Design mc_ctrl, sky130hd; sources not shown.
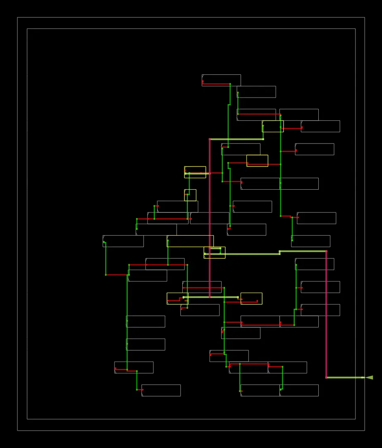
run_1/clocks.png
seq_cells: 37
Latency at later pin: 0.29 ns
clock network power: 618 µW

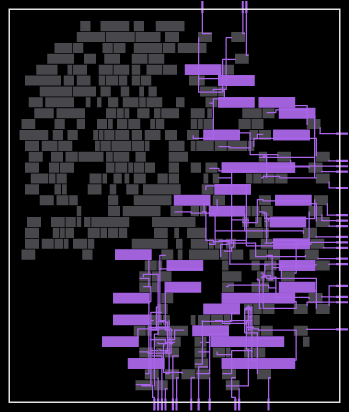
run_1/io_fan.png
(4 px per µm)
`instret`: shown in purple, bits 32, direction output, end cells 32, wire 1,250 µm.
Top-Level Pins: 71
PortBufs: 70

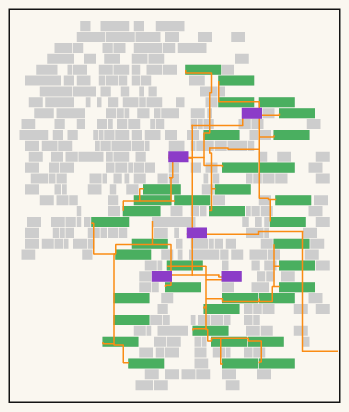
run_1/clk_routes.png
(4 px per µm)
clock wires: shown in orange, length 503 µm. flip-flops: shown in green, count 37. clock drivers: shown in purple, count 5.
There are 6 routed clock nets.
Clock power frac: 15.9%
skew final: 0.01000 ns

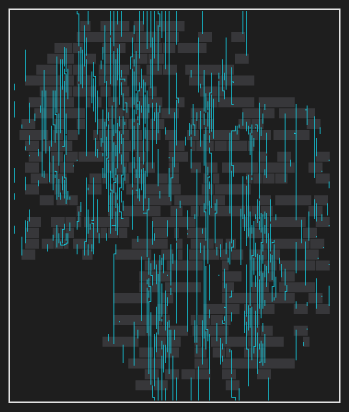
run_1/layer_met2.png
(4 px per µm)
The longest straight run is 43.2 µm. 301 nets have wire on it. The layer carries 2,890 µm of wire. The layer holds 51% of the routed length. The wires run mostly vertical.
met2 usage: 24.19%
vias: 2,047

==> impl_metrics.yaml, run 1 <==
# generated from flow reports
floorplan:
  core_area_um2: 7189
  rows: 34
  die_h_um: 97.88
  die_w_um: 82.24
  fp_util_pct: 30.65
  dieArea_um2: 8049
status:
  status: "complete, no violations"
critical_path:
  crit_path_start_kind: "flip-flop"
  rr_worst_depth: 7
  regToRegSetupSlack_ns: 0.33
  crit_path_end_kind: "primary output"
  max_stage_delay_ns: 0.47
  critical_path_class: "flip-flop to primary output"
  cp_cell_sequence: "buf_4, nor2_1, and3_4, a211o_4, buf_4"
yosys:
  yosysWarningCount: 6
  ys_cells: 226
  yosys_area_um2: 2203
  yosys.cell_types.count: 54
  syn_avg_cell_area_um2: 9.749
  synth-edff-count: 0
  syn-cell-area_um2: 2203
  ys.flop_type: "dfrtp_1"
  synth_cells: 226
timing:
  slew-limit-headroom_pct: 47.10
  max_freq_mhz: 483.2
  rsz0062_at_grt: "true"
  finalCriticalPeriod_ns: 2.070
  worst_slew_pin_slew_ns: 0.7935
  setup_viol: 0
  period_used_pct: 94.08
  fin_ws_ns: 0.1303
clocking:
  htree_levels: 2
  cts_root_buf: "clkbuf_8"
  cts_setup_buffers: 9
  cts_buffers: 5
  clockBufferDepth: 2
routing:
  route.antenna.remaining_nets: 0
  dr.max_layer_used: "met4"
  drc: 0
  via_per_inst: 4.981
  routed_wl_um: 5713
  drt_first_pass_iters: 4
  wl_per_cell_um: 13.90
  wl_met2_um: 2893
global_route:
  grt_overflow_total: 0
  busiest_layer: "met2"
  gr-usage-met1_pct: 17.92
  use_met3_pct: 4.067
  grt_max_degree: 38
  grt_pass1_wl_um: 9384
cells_and_area:
  fillers: 669
  area_delta_synth_final_pct: 60.65
  drive_above_1_share_pct: 30.84
  final_nets: 338
pwr:
  pwr-share-seq_pct: 23.3
  p_per_area_nw_per_um2: 1101
  p_seq_uw: 906
  sw_frac_of_total_pct: 45.16
  leakagePower_uw: 0.001479
  p_comb_uw: 2370
placed_design:
  dpl.hpwl_um: 4156
  gp_routability_congestion: 0.7833
[run 1: cells by family (layout without fill, tap and decap cells)]
logic type	Yosys count	in the layout	synth area share, %
buf+inv	11	106	2.101
mux	3	3	1.420
simple gates	109	109	30.55
fa+ha+maj	1	1	0.5678
compound gates	32	32	10.22
xor+xnor	33	33	13.12
flops	37	37	42.02
[run 1: final cells by class]
cell class	count	area (µm²)	area share (%)
Multi-Input combinational cell	178	1373	38.78
Timing Repair Buffer	93	984.7	27.82
Sequential cell	37	930.9	26.30
Tap cell	90	112.6	3.181
Clock buffer	6	82.58	2.333
Clock inverter	2	37.54	1.060
Inverter	5	18.77	0.5302
[run 1: critical path, delay by kind of cell, from the launching register on]
kind	cells	cell delay, ns
compound gates	1	0.30
buf+inv	2	0.39
simple gates	2	0.30
flops	1	0.47
[run 1: through the flow]
| step | std cells | util (%) | instance area (µm²) | hold slack, ns | power [µW] |
|---|---|---|---|---|---|
| 5_1_grt | 411 | 49.23 | 3540 | 0.1861 | 4078 |
| 2_1_floorplan | 226 | - | 2272 | 0.03441 | 2208 |
| 3_5_place_dp | 390 | 44.60 | 3207 | 0.4718 | 2993 |
| 4_1_cts | 407 | 47.82 | 3438 | 0.1574 | 3774 |
| 3_3_place_gp | 390 | 44.60 | 3207 | 0.4628 | 2989 |
| 6_report | 411 | 49.23 | 3540 | 0.1117 | 3896 |
[run 1: cell usage in the layout (no fill, tap or decap), types with 3 or more instances in the layout]
| cell type | synthesis | layout |
|---|---|---|
| buf_12 | 0 | 9 |
| and3_1 | 7 | 6 |
| nand2_1 | 16 | 15 |
| xor2_1 | 6 | 6 |
| nor2_2 | 0 | 5 |
| clkdlybuf4s50_1 | 0 | 48 |
| nand4_1 | 9 | 9 |
| nand4b_1 | 4 | 4 |
| nor4_2 | 3 | 3 |
| a21oi_2 | 1 | 3 |
| nor3_2 | 1 | 3 |
| buf_4 | 1 | 24 |
| dfrtp_2 | 0 | 4 |
| o21ai_0 | 5 | 4 |
| xnor2_1 | 27 | 26 |
| inv_1 | 5 | 3 |
| nand3_1 | 15 | 15 |
| nor2_1 | 24 | 14 |
| dfrtp_1 | 37 | 33 |
| o221ai_1 | 3 | 3 |
| clkbuf_8 | 0 | 6 |
| nor2_4 | 0 | 5 |
| a21oi_1 | 8 | 6 |
| buf_6 | 0 | 5 |
[run 1: synth_stat cells (2+ instances only)]
cell type / count / area [µm²]
dfrtp_1: 37 / 925.9
xnor2_1: 27 / 236.5
nor2_1: 24 / 90.09
nand2_1: 16 / 60.06
nand3_1: 15 / 75.07
nand4_1: 9 / 56.30
a21oi_1: 8 / 40.04
and3_1: 7 / 43.79
xor2_1: 6 / 52.55
inv_1: 5 / 18.77
o21ai_0: 5 / 25.02
clkbuf_1: 4 / 15.01
nand2b_1: 4 / 25.02
nand4b_1: 4 / 35.03
nor3_1: 3 / 15.01
nor4_2: 3 / 37.54
o221ai_1: 3 / 26.28
a211oi_1: 2 / 15.01
and2_1: 2 / 12.51
and4_2: 2 / 20.02
mux2i_1: 2 / 20.02
nand4_2: 2 / 25.02
nor2b_1: 2 / 12.51
nor3b_1: 2 / 15.01
o32ai_1: 2 / 17.52
or3_1: 2 / 12.51
==> run 2, diff against run 1 <==
CAP_MARGIN = 20   (was default)
==> run 2 against run 1 <==
Net effect:
- core utilization did not move
- die size unchanged
- hold slack unchanged
- setup slack stayed put
- register-to-register slack about the same
- combinational power is essentially flat
- clock power about the same
- synthesized cell count unchanged
- sequential power is essentially flat
- critical endpoint unchanged
- largest cell class unchanged
- largest power group unchanged
==> impl_metrics.yaml, run 2 <==
# generated from flow reports
status:
  status: "complete, no violations"
yosys:
  syn-cell-area_um2: 2203
  yosys.area_share.aoi_pct: 10.22
  yosys_area_um2: 2203
  synthTopLogicFamily: "simple AND/OR/NAND/NOR gates"
  yosys.cell_types.count: 54
  ys_sh_simple_pct: 30.55
  top_cells_by_count: "37 x dfrtp_1, 27 x xnor2_1, 24 x nor2_1"
  yosysTopAreaCellShare_pct: 42.02
  syn_avg_cell_area_um2: 9.749
  synth_xor_xnor_area_share_pct: 13.12
  most_common_cell: "dfrtp_1"
  synth-edff-count: 0
clocking:
  clock_latency_ns: 0.29
  cts_root_buf: "clkbuf_8"
  cts_buffers: 5
placed_design:
  gp_routability_congestion: 0.7833
  dpl.hpwl_um: 4156
routing:
  routed_wl_um: 5713
  drt_first_pass_iters: 4
floorplan:
  core_area_um2: 7189
  die_w_um: 82.24
  dieArea_um2: 8049
timing:
  rsz0062_at_grt: "true"
  setup_viol: 0
  period_used_pct: 94.08
critical_path:
  regToRegSetupSlack_ns: 0.33
  crit_cells: 5
  crit_path_end_kind: "primary output"
cells_and_area:
  area_delta_synth_final_pct: 60.65
  lay_top_cells: "48 x clkdlybuf4s50_1, 33 x dfrtp_1, 26 x xnor2_1, 24 x buf_4"
  final_nets: 338
  final_util_pct: 49.23
pwr:
  sw_frac_of_total_pct: 45.16
  leakagePower_uw: 0.001479
==> run 2: cell counts after synthesis <==
No cell type changed its count.
==> run 2: layer usage <==
layer,share of wire [%],global-route usage [%],wire [µm]
met1,41,17.92,2367
met2,51,24.19,2893
met3,6.3,4.067,362
met4,1.6,4.872,89
met5,0,0,0
==> run 2: through the flow <==
stage	instances	instance area, µm²
floorplan	226	2272
global placement	390	3207
detailed placement	390	3207
CTS	407	3438
global route	411	3540
finish	411	3540
==> run 2: power by group through the flow <==
stage,Combinational (µW),Sequential (µW),Clock (µW)
CTS,2220,914,638
detailed placement,2060,934,0
global route,2500,927,655
floorplan,1040,1170,0
finish,2370,906,618
global placement,2060,932,0
==> run 2: worst register-to-register path: stages, from the launching register on <==
cell and delay (ns):
dfrtp_2 0.44, buf_4 0.15, nand2b_2 0.25, o21ai_0 0.29, nor3_2 0.07, buf_4 0.20, and3_2 0.23, xor2_1 0.13
==> run 2: logic make-up after synthesis <==
| logic type | Yosys count |
|---|---|
| and+or+nand+nor | 109 |
| muxes | 3 |
| AOI/OAI and AO/OA | 32 |
| DFF | 37 |
| adders and majority gates | 1 |
| buffers and inverters | 11 |
| xor gates and xnor gates | 33 |
==> run 2: cell type report <==
type / instances / share of cell area (%)
clock buffers: 6 / 2.333
clock inverters: 2 / 1.060
inverters: 5 / 0.5302
multi-input cells: 178 / 38.78
flip-flops and latches: 37 / 26.30
well taps: 90 / 3.181
repair buffers: 93 / 27.82
==> run 2: repair_timing <==
item                                    4_1_cts  5_1_grt
buffers inserted                              9        4
resized                                      14       18
pin swaps                                     5        3
endpoints found under the setup margin        6       11
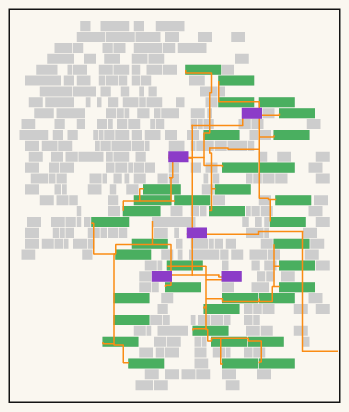
run_2/clk_routes.png
(4 px per µm)
clock drivers: shown in purple, count 5. clock wires: shown in orange, length 503 µm. flip-flops: shown in green, count 37.
There are 6 routed clock nets.

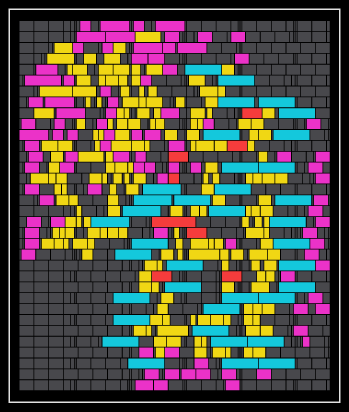
run_2/placement_by_type.png
(4 px per µm) Fill, decap, tap and diode cells in grey.
clock drivers and dummy loads: shown in red, cells 8, share of their area 3.5%. remaining buffers and delay cells: shown in magenta, cells 93, share of their area 29%. sequential cells: shown in cyan, cells 37, share of their area 27%. combinational and other logic: shown in yellow, cells 183, share of their area 41%.
final instance area: 3540 µm²
fraction of area in registers: 26.30%

No activity file was given, so power comes from the tool's default toggle rates.
